### config.mk
export PLATFORM = sky130hd
export DESIGN_NAME = alu_rs_scheduler
export DESIGN_NICKNAME = d
export VERILOG_FILES = /design/src/rtl/alu_rs_scheduler_pkg.sv /design/src/rtl/alu_rs_scheduler_rs_prio_enc.sv /design/src/rtl/alu_rs_scheduler.sv
export SDC_FILE = /design/constraint.sdc
export NUM_CORES = 2
export LEC_CHECK = 0
export CAP_MARGIN = 20
export CORE_ASPECT_RATIO = 0.6
export CORE_MARGIN = 4
export CORE_UTILIZATION = 60
export DETAILED_ROUTE_END_ITERATION = 12
export GPL_TIMING_DRIVEN = 1
export PLACE_DENSITY = 0.84
export SYNTH_ARGS = -nofsm -noshare
export SYNTH_HDL_FRONTEND = slang
export SYNTH_HIERARCHICAL = 1
export SYNTH_SLANG_ARGS = --single-unit
### constraint.sdc
create_clock -name clk -period 5.92 [get_ports clk]
set_clock_uncertainty 0.15 [all_clocks]
set_input_delay 1.776 -clock clk [delete_from_list [all_inputs] [get_ports clk]]
set_output_delay 1.776 -clock clk [all_outputs]
set_load 0.01 [all_outputs]
### src/rtl/alu_rs_scheduler_pkg.sv
// Shared widths, opcode encodings and the station entry layout for the ALU reservation station.
package alu_rs_scheduler_pkg;

  localparam logic TRUE  = 1'b1;
  localparam logic FALSE = 1'b0;

  localparam int DATA_WIDTH          = 32;
  localparam int ROB_TAG_WIDTH       = 4;
  localparam int INSIDE_OPCODE_WIDTH = 6;
  localparam int RS_SIZE_DEF         = 8;

  typedef enum logic [INSIDE_OPCODE_WIDTH-1:0] {
    OP_NOP  = 6'd0,
    OP_ADD  = 6'd1,
    OP_SUB  = 6'd2,
    OP_AND  = 6'd3,
    OP_OR   = 6'd4,
    OP_XOR  = 6'd5,
    OP_ADDI = 6'd6,
    OP_BEQ  = 6'd16,
    OP_BNE  = 6'd17,
    OP_JAL  = 6'd24,
    OP_JALR = 6'd25
  } opcode_e;

  typedef struct packed {
    logic [INSIDE_OPCODE_WIDTH-1:0] op;
    logic [DATA_WIDTH-1:0]          vj;
    logic [ROB_TAG_WIDTH-1:0]       qj;
    logic                           rj;
    logic [DATA_WIDTH-1:0]          vk;
    logic [ROB_TAG_WIDTH-1:0]       qk;
    logic                           rk;
    logic [DATA_WIDTH-1:0]          imm;
    logic [DATA_WIDTH-1:0]          pc;
    logic [ROB_TAG_WIDTH-1:0]       reorder;
  } rs_entry_t;

endpackage

### src/rtl/alu_rs_scheduler_rs_prio_enc.sv
// Lowest-set-bit priority encoder; purely combinational, no backpressure.
module rs_prio_enc #(
  parameter int N = 8,
  parameter int W = 3
) (
  input  logic [N-1:0] i_vec,
  output logic [W-1:0] o_idx,
  output logic         o_any
);

  always_comb begin
    o_idx = '0;
    o_any = 1'b0;
    // Scan downward so the lowest set bit is the final assignment.
    for (int i = N - 1; i >= 0; i--) begin
      if (i_vec[i]) begin
        o_idx = i[W-1:0];
        o_any = 1'b1;
      end
    end
  end

endmodule

### src/rtl/alu_rs_scheduler.sv
// ALU reservation station: dispatch-to-issue min 2 edges, one issue per cycle, lowest index first.
// Backpressure: out_dec_full when no entry is free; rdy low freezes everything.
module alu_rs_scheduler
  import alu_rs_scheduler_pkg::*;
#(
  parameter int RS_SIZE  = RS_SIZE_DEF,
  parameter int RS_IDX_W = 3
) (
  input  logic                           clk,
  input  logic                           rst,
  input  logic                           rdy,
  input  logic                           in_rob_flush,
  input  logic                           in_dec_valid,
  input  logic [INSIDE_OPCODE_WIDTH-1:0] in_dec_op,
  input  logic [DATA_WIDTH-1:0]          in_dec_rs1_value,
  input  logic [ROB_TAG_WIDTH-1:0]       in_dec_rs1_tag,
  input  logic                           in_dec_rs1_ready,
  input  logic [DATA_WIDTH-1:0]          in_dec_rs2_value,
  input  logic [ROB_TAG_WIDTH-1:0]       in_dec_rs2_tag,
  input  logic                           in_dec_rs2_ready,
  input  logic [DATA_WIDTH-1:0]          in_dec_imm,
  input  logic [DATA_WIDTH-1:0]          in_dec_pc,
  input  logic [ROB_TAG_WIDTH-1:0]       in_dec_reorder,
  output logic                           out_dec_full,
  input  logic                           in_alu_cdb_valid,
  input  logic [ROB_TAG_WIDTH-1:0]       in_alu_cdb_reorder,
  input  logic [DATA_WIDTH-1:0]          in_alu_cdb_value,
  input  logic                           in_lsb_cdb_valid,
  input  logic [ROB_TAG_WIDTH-1:0]       in_lsb_cdb_reorder,
  input  logic [DATA_WIDTH-1:0]          in_lsb_cdb_value,
  output logic                           out_alu_valid,
  output logic [INSIDE_OPCODE_WIDTH-1:0] out_alu_op,
  output logic [DATA_WIDTH-1:0]          out_alu_rs1,
  output logic [DATA_WIDTH-1:0]          out_alu_rs2,
  output logic [DATA_WIDTH-1:0]          out_alu_imm,
  output logic [DATA_WIDTH-1:0]          out_alu_pc,
  output logic [ROB_TAG_WIDTH-1:0]       out_alu_reorder
);

  rs_entry_t           r_ent [RS_SIZE];
  logic [RS_SIZE-1:0]  r_busy;

  logic [RS_SIZE-1:0]  w_free_vec;
  logic [RS_SIZE-1:0]  w_ready_vec;
  logic [RS_IDX_W-1:0] w_free_idx;
  logic [RS_IDX_W-1:0] w_iss_idx;
  logic                w_free_any;
  logic                w_iss_any;
  rs_entry_t           w_new;

  always_comb begin
    w_free_vec  = '0;
    w_ready_vec = '0;
    for (int i = 0; i < RS_SIZE; i++) begin
      w_free_vec[i]  = !r_busy[i];
      w_ready_vec[i] = r_busy[i] && r_ent[i].rj && r_ent[i].rk;
    end
  end

  rs_prio_enc #(.N(RS_SIZE), .W(RS_IDX_W)) u_free_sel (
    .i_vec (w_free_vec),
    .o_idx (w_free_idx),
    .o_any (w_free_any)
  );

  rs_prio_enc #(.N(RS_SIZE), .W(RS_IDX_W)) u_iss_sel (
    .i_vec (w_ready_vec),
    .o_idx (w_iss_idx),
    .o_any (w_iss_any)
  );

  assign out_dec_full = !w_free_any;

  // Incoming operands may be satisfied by a broadcast in the dispatch cycle itself.
  always_comb begin
    w_new         = '0;
    w_new.op      = in_dec_op;
    w_new.vj      = in_dec_rs1_value;
    w_new.qj      = in_dec_rs1_tag;
    w_new.rj      = in_dec_rs1_ready;
    w_new.vk      = in_dec_rs2_value;
    w_new.qk      = in_dec_rs2_tag;
    w_new.rk      = in_dec_rs2_ready;
    w_new.imm     = in_dec_imm;
    w_new.pc      = in_dec_pc;
    w_new.reorder = in_dec_reorder;
    if (!in_dec_rs1_ready) begin
      if (in_alu_cdb_valid && in_alu_cdb_reorder == in_dec_rs1_tag) begin
        w_new.vj = in_alu_cdb_value;
        w_new.rj = TRUE;
      end else if (in_lsb_cdb_valid && in_lsb_cdb_reorder == in_dec_rs1_tag) begin
        w_new.vj = in_lsb_cdb_value;
        w_new.rj = TRUE;
      end
    end
    if (!in_dec_rs2_ready) begin
      if (in_alu_cdb_valid && in_alu_cdb_reorder == in_dec_rs2_tag) begin
        w_new.vk = in_alu_cdb_value;
        w_new.rk = TRUE;
      end else if (in_lsb_cdb_valid && in_lsb_cdb_reorder == in_dec_rs2_tag) begin
        w_new.vk = in_lsb_cdb_value;
        w_new.rk = TRUE;
      end
    end
  end

  always_ff @(posedge clk) begin
    if (rst) begin
      r_busy          <= '0;
      out_alu_valid   <= FALSE;
      out_alu_op      <= '0;
      out_alu_rs1     <= '0;
      out_alu_rs2     <= '0;
      out_alu_imm     <= '0;
      out_alu_pc      <= '0;
      out_alu_reorder <= '0;
    end else if (rdy) begin
      if (in_rob_flush) begin
        r_busy        <= '0;
        out_alu_valid <= FALSE;
      end else begin
        for (int i = 0; i < RS_SIZE; i++) begin
          if (r_busy[i] && !r_ent[i].rj) begin
            if (in_alu_cdb_valid && in_alu_cdb_reorder == r_ent[i].qj) begin
              r_ent[i].vj <= in_alu_cdb_value;
              r_ent[i].rj <= TRUE;
            end else if (in_lsb_cdb_valid && in_lsb_cdb_reorder == r_ent[i].qj) begin
              r_ent[i].vj <= in_lsb_cdb_value;
              r_ent[i].rj <= TRUE;
            end
          end
          if (r_busy[i] && !r_ent[i].rk) begin
            if (in_alu_cdb_valid && in_alu_cdb_reorder == r_ent[i].qk) begin
              r_ent[i].vk <= in_alu_cdb_value;
              r_ent[i].rk <= TRUE;
            end else if (in_lsb_cdb_valid && in_lsb_cdb_reorder == r_ent[i].qk) begin
              r_ent[i].vk <= in_lsb_cdb_value;
              r_ent[i].rk <= TRUE;
            end
          end
        end

        if (w_iss_any) begin
          out_alu_valid     <= TRUE;
          out_alu_op        <= r_ent[w_iss_idx].op;
          out_alu_rs1       <= r_ent[w_iss_idx].vj;
          out_alu_rs2       <= r_ent[w_iss_idx].vk;
          out_alu_imm       <= r_ent[w_iss_idx].imm;
          out_alu_pc        <= r_ent[w_iss_idx].pc;
          out_alu_reorder   <= r_ent[w_iss_idx].reorder;
          r_busy[w_iss_idx] <= FALSE;
        end else begin
          out_alu_valid <= FALSE;
        end

        // The free slot is never the issuing slot, so a freed entry waits a cycle before reuse.
        if (in_dec_valid && w_free_any) begin
          r_ent[w_free_idx]  <= w_new;
          r_busy[w_free_idx] <= TRUE;
        end
      end
    end
  end

endmodule

**Placed standard cells**

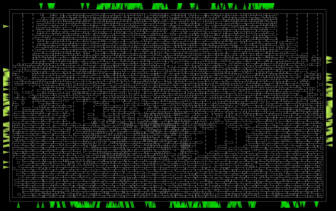
FP Rows: 92
seq_cells: 1,331

**Nets reached from selected ports**

Drawn at 1.5 px/um.
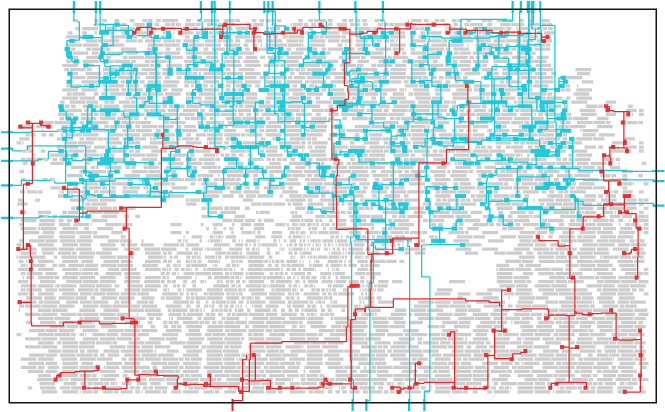
[rst] red | bits: 1 | direction: input | edge: south | end cells: 141 | wire: 2,900 um
[in_lsb_cdb_value] cyan | bits: 32 | direction: input | edge: 20 north, 5 west, 4 south, 3 east | end cells: 576 | wire: 7,110 um
number of port buffers: 366
Ports: 367

**Routed clock nets over the placement**

Drawn at 1 px/um.
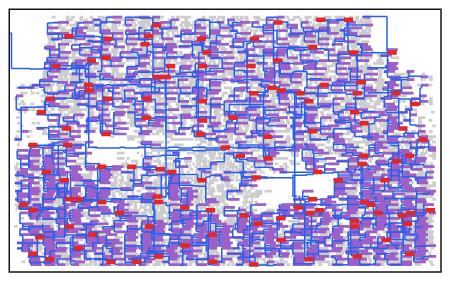
[clock-net drivers] red | count: 117
[clock wires] blue | length: 15,300 um
[flip-flops] purple | count: 1,331
flops lie: widely spread
routed clock nets: 118
power share of the clock group: 0.409
P_clk: 7820 uW

**Cells coloured by class**

Drawn at 1 px/um.
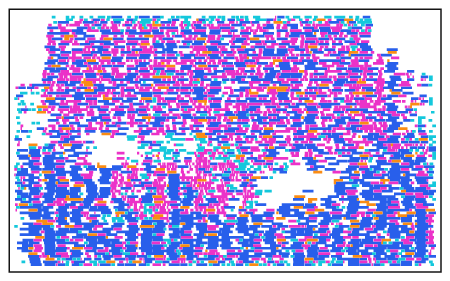
[remaining logic cells] magenta | cells: 2,271 | share of their area: 34%
[registers] blue | cells: 1,331 | share of their area: 53%
[clock drivers and dummy loads] orange | cells: 223 | share of their area: 5.5%
[remaining buffers and delay cells] cyan | cells: 485 | share of their area: 7.4%
Util after Layout: 0.6959
sequential share of cell area: 0.5219

## synthesized netlist by cell type, drive strengths merged (27+ instances only)
cell type,number
nand2b,68
o221ai,64
edfxtp,1168
nand2,61
nor4,36
xnor2,85
dfxtp,163
clkbuf,172
inv,27
mux2i,1162
buf,225
xor2,53
mux4,276
nor2,186
a211oi,140
## layout by cell type, fill, tap and decap left out, types with 53 or more instances in the layout
cell / count
buf_12: 59
xor2_1: 53
xnor2_1: 85
nand2b_1: 68
edfxtp_1: 1168
mux4_2: 276
clkdlybuf4s50_1: 365
nor2_1: 186
a211oi_1: 139
buf_4: 59
clkbuf_16: 119
dfxtp_1: 163
mux2i_1: 1162
## power breakdown
part / total (uW) / switching [uW] / internal, uW
logic: 1050 / 615 / 436
registers: 10300 / 21.3 / 10200
clock network: 7820 / 3610 / 4210
total: 19100 / 4250 / 14900
## state kept, by name (all words and copies together) (netlist names)
name	flops
r_ent	1184
out_alu_rs2	32
out_alu_valid	1
out_alu_rs1	32
out_alu_op	6
r_busy	8
out_alu_pc	32
out_alu_imm	32
out_alu_reorder	4
## area by class of cell
class | instances | area share
repair buffers | 485 | 0.07237
flip-flops and latches | 1331 | 0.5219
multi-input cells | 2244 | 0.3263
clock inverters | 61 | 0.008465
inverters | 27 | 0.001652
clock buffers | 162 | 0.04491
diodes | 13 | 0.0004428
well taps | 1410 | 0.02402
## stage by stage
stage               instances  total power (uW)  worst slack [ps]  hold slack (ps)
floorplan                3999             11060             532.7            325.1
global placement         5496             11450             595.9            335.6
global route             5733             19690              1128            367.1
finish                   5733             19130              1265            347.1
detailed placement       5496             11490             545.8            339.9
CTS                      5719             19160              1343            348.6
## path summary, 6_finish.rpt
path                    from         endpoint  slack, ps  cells after the start
max             in_rob_flush     r_ent[0][56]       1270                      7
min          out_alu_rs1[27]  out_alu_rs1[27]        350                      2
max reg2reg        r_busy[2]  out_alu_rs1[30]       2110                      7
min reg2reg  out_alu_rs1[27]  out_alu_rs1[27]        350                      2
## per-layer routing
layer,share of wire,GRT usage
met4,0.034,0.1117
met2,0.45,0.4851
met5,0.00022,0
met1,0.39,0.4547
met3,0.12,0.08262
## kinds of logic (layout without fill, tap and decap cells)
family,after synthesis,count (layout)
multiplexers,1438,1438
flip-flops,1331,1331
buffers and inverters,424,735
AND/OR/NAND/NOR,399,399
AND-OR/OR-AND,269,269
XOR/XNOR,138,138
other,0,13
## worst min-delay path: stages, from the launching register on
cell and delay (ps):
dfxtp_1 310, nor2_1 90, a211oi_1 50
==> results.cfg <==
; generated from flow reports
[clock_tree]
tritoncts = yes
post_cts.repair.setup_buffers = 0
ctsHoldBuffers = 0
clk_pin_slew_ps = 60
clockBufferDepth = 3

[synthesis]
yosys_warnings = 6
area_leaders = edfxtp_1 (55%), mux2i_1 (18%), mux4_2 (9.7%)
ys_cells = 3999
simple_gate_area_frac = 0.03335
ys_sh_adder = 0
ff_type = edfxtp_1
ys_ff = 1331

[min_path]
hp-class = register to register

[placed_design]
placedInstanceArea_um2 = 69480

[detailed_routing]
vias_per_cell = 6.781
drtIter0Drc = 5078
wl_per_cell_um = 31.63
wl_um = 181300

[finish]
areaGrowthSynthToFinish_pct = 14.44
fill_cells = 6712

[global_routing]
gr-total-overflow = 0
grt_max_degree = 148

[die]
design.core.area_um2 = 105600
die_w_um = 430.3

[setup_path]
path_buffers = 3
crit_fanout = 33
path_cells = clkdlybuf4s50_1 -> nor3b_4 -> nand3_1 -> nor2_1 -> nand2_4 -> inv_4 -> buf_12
critPathArrivalTime_ps = 4940
crit_path_end_kind = register

[timing]
finalSetupTns_ps = 0
slew_violations = 0
hold_violations = 0
setup_viol = 0
max_slew.worst_pin.slew_ps = 1052

[power_and_ir_drop]
ir_drop_mv = 0.2495
p_leak_uw = 0.02513

[status]
status = finished, final reports clean
Power and IR drop assume default switching activity.
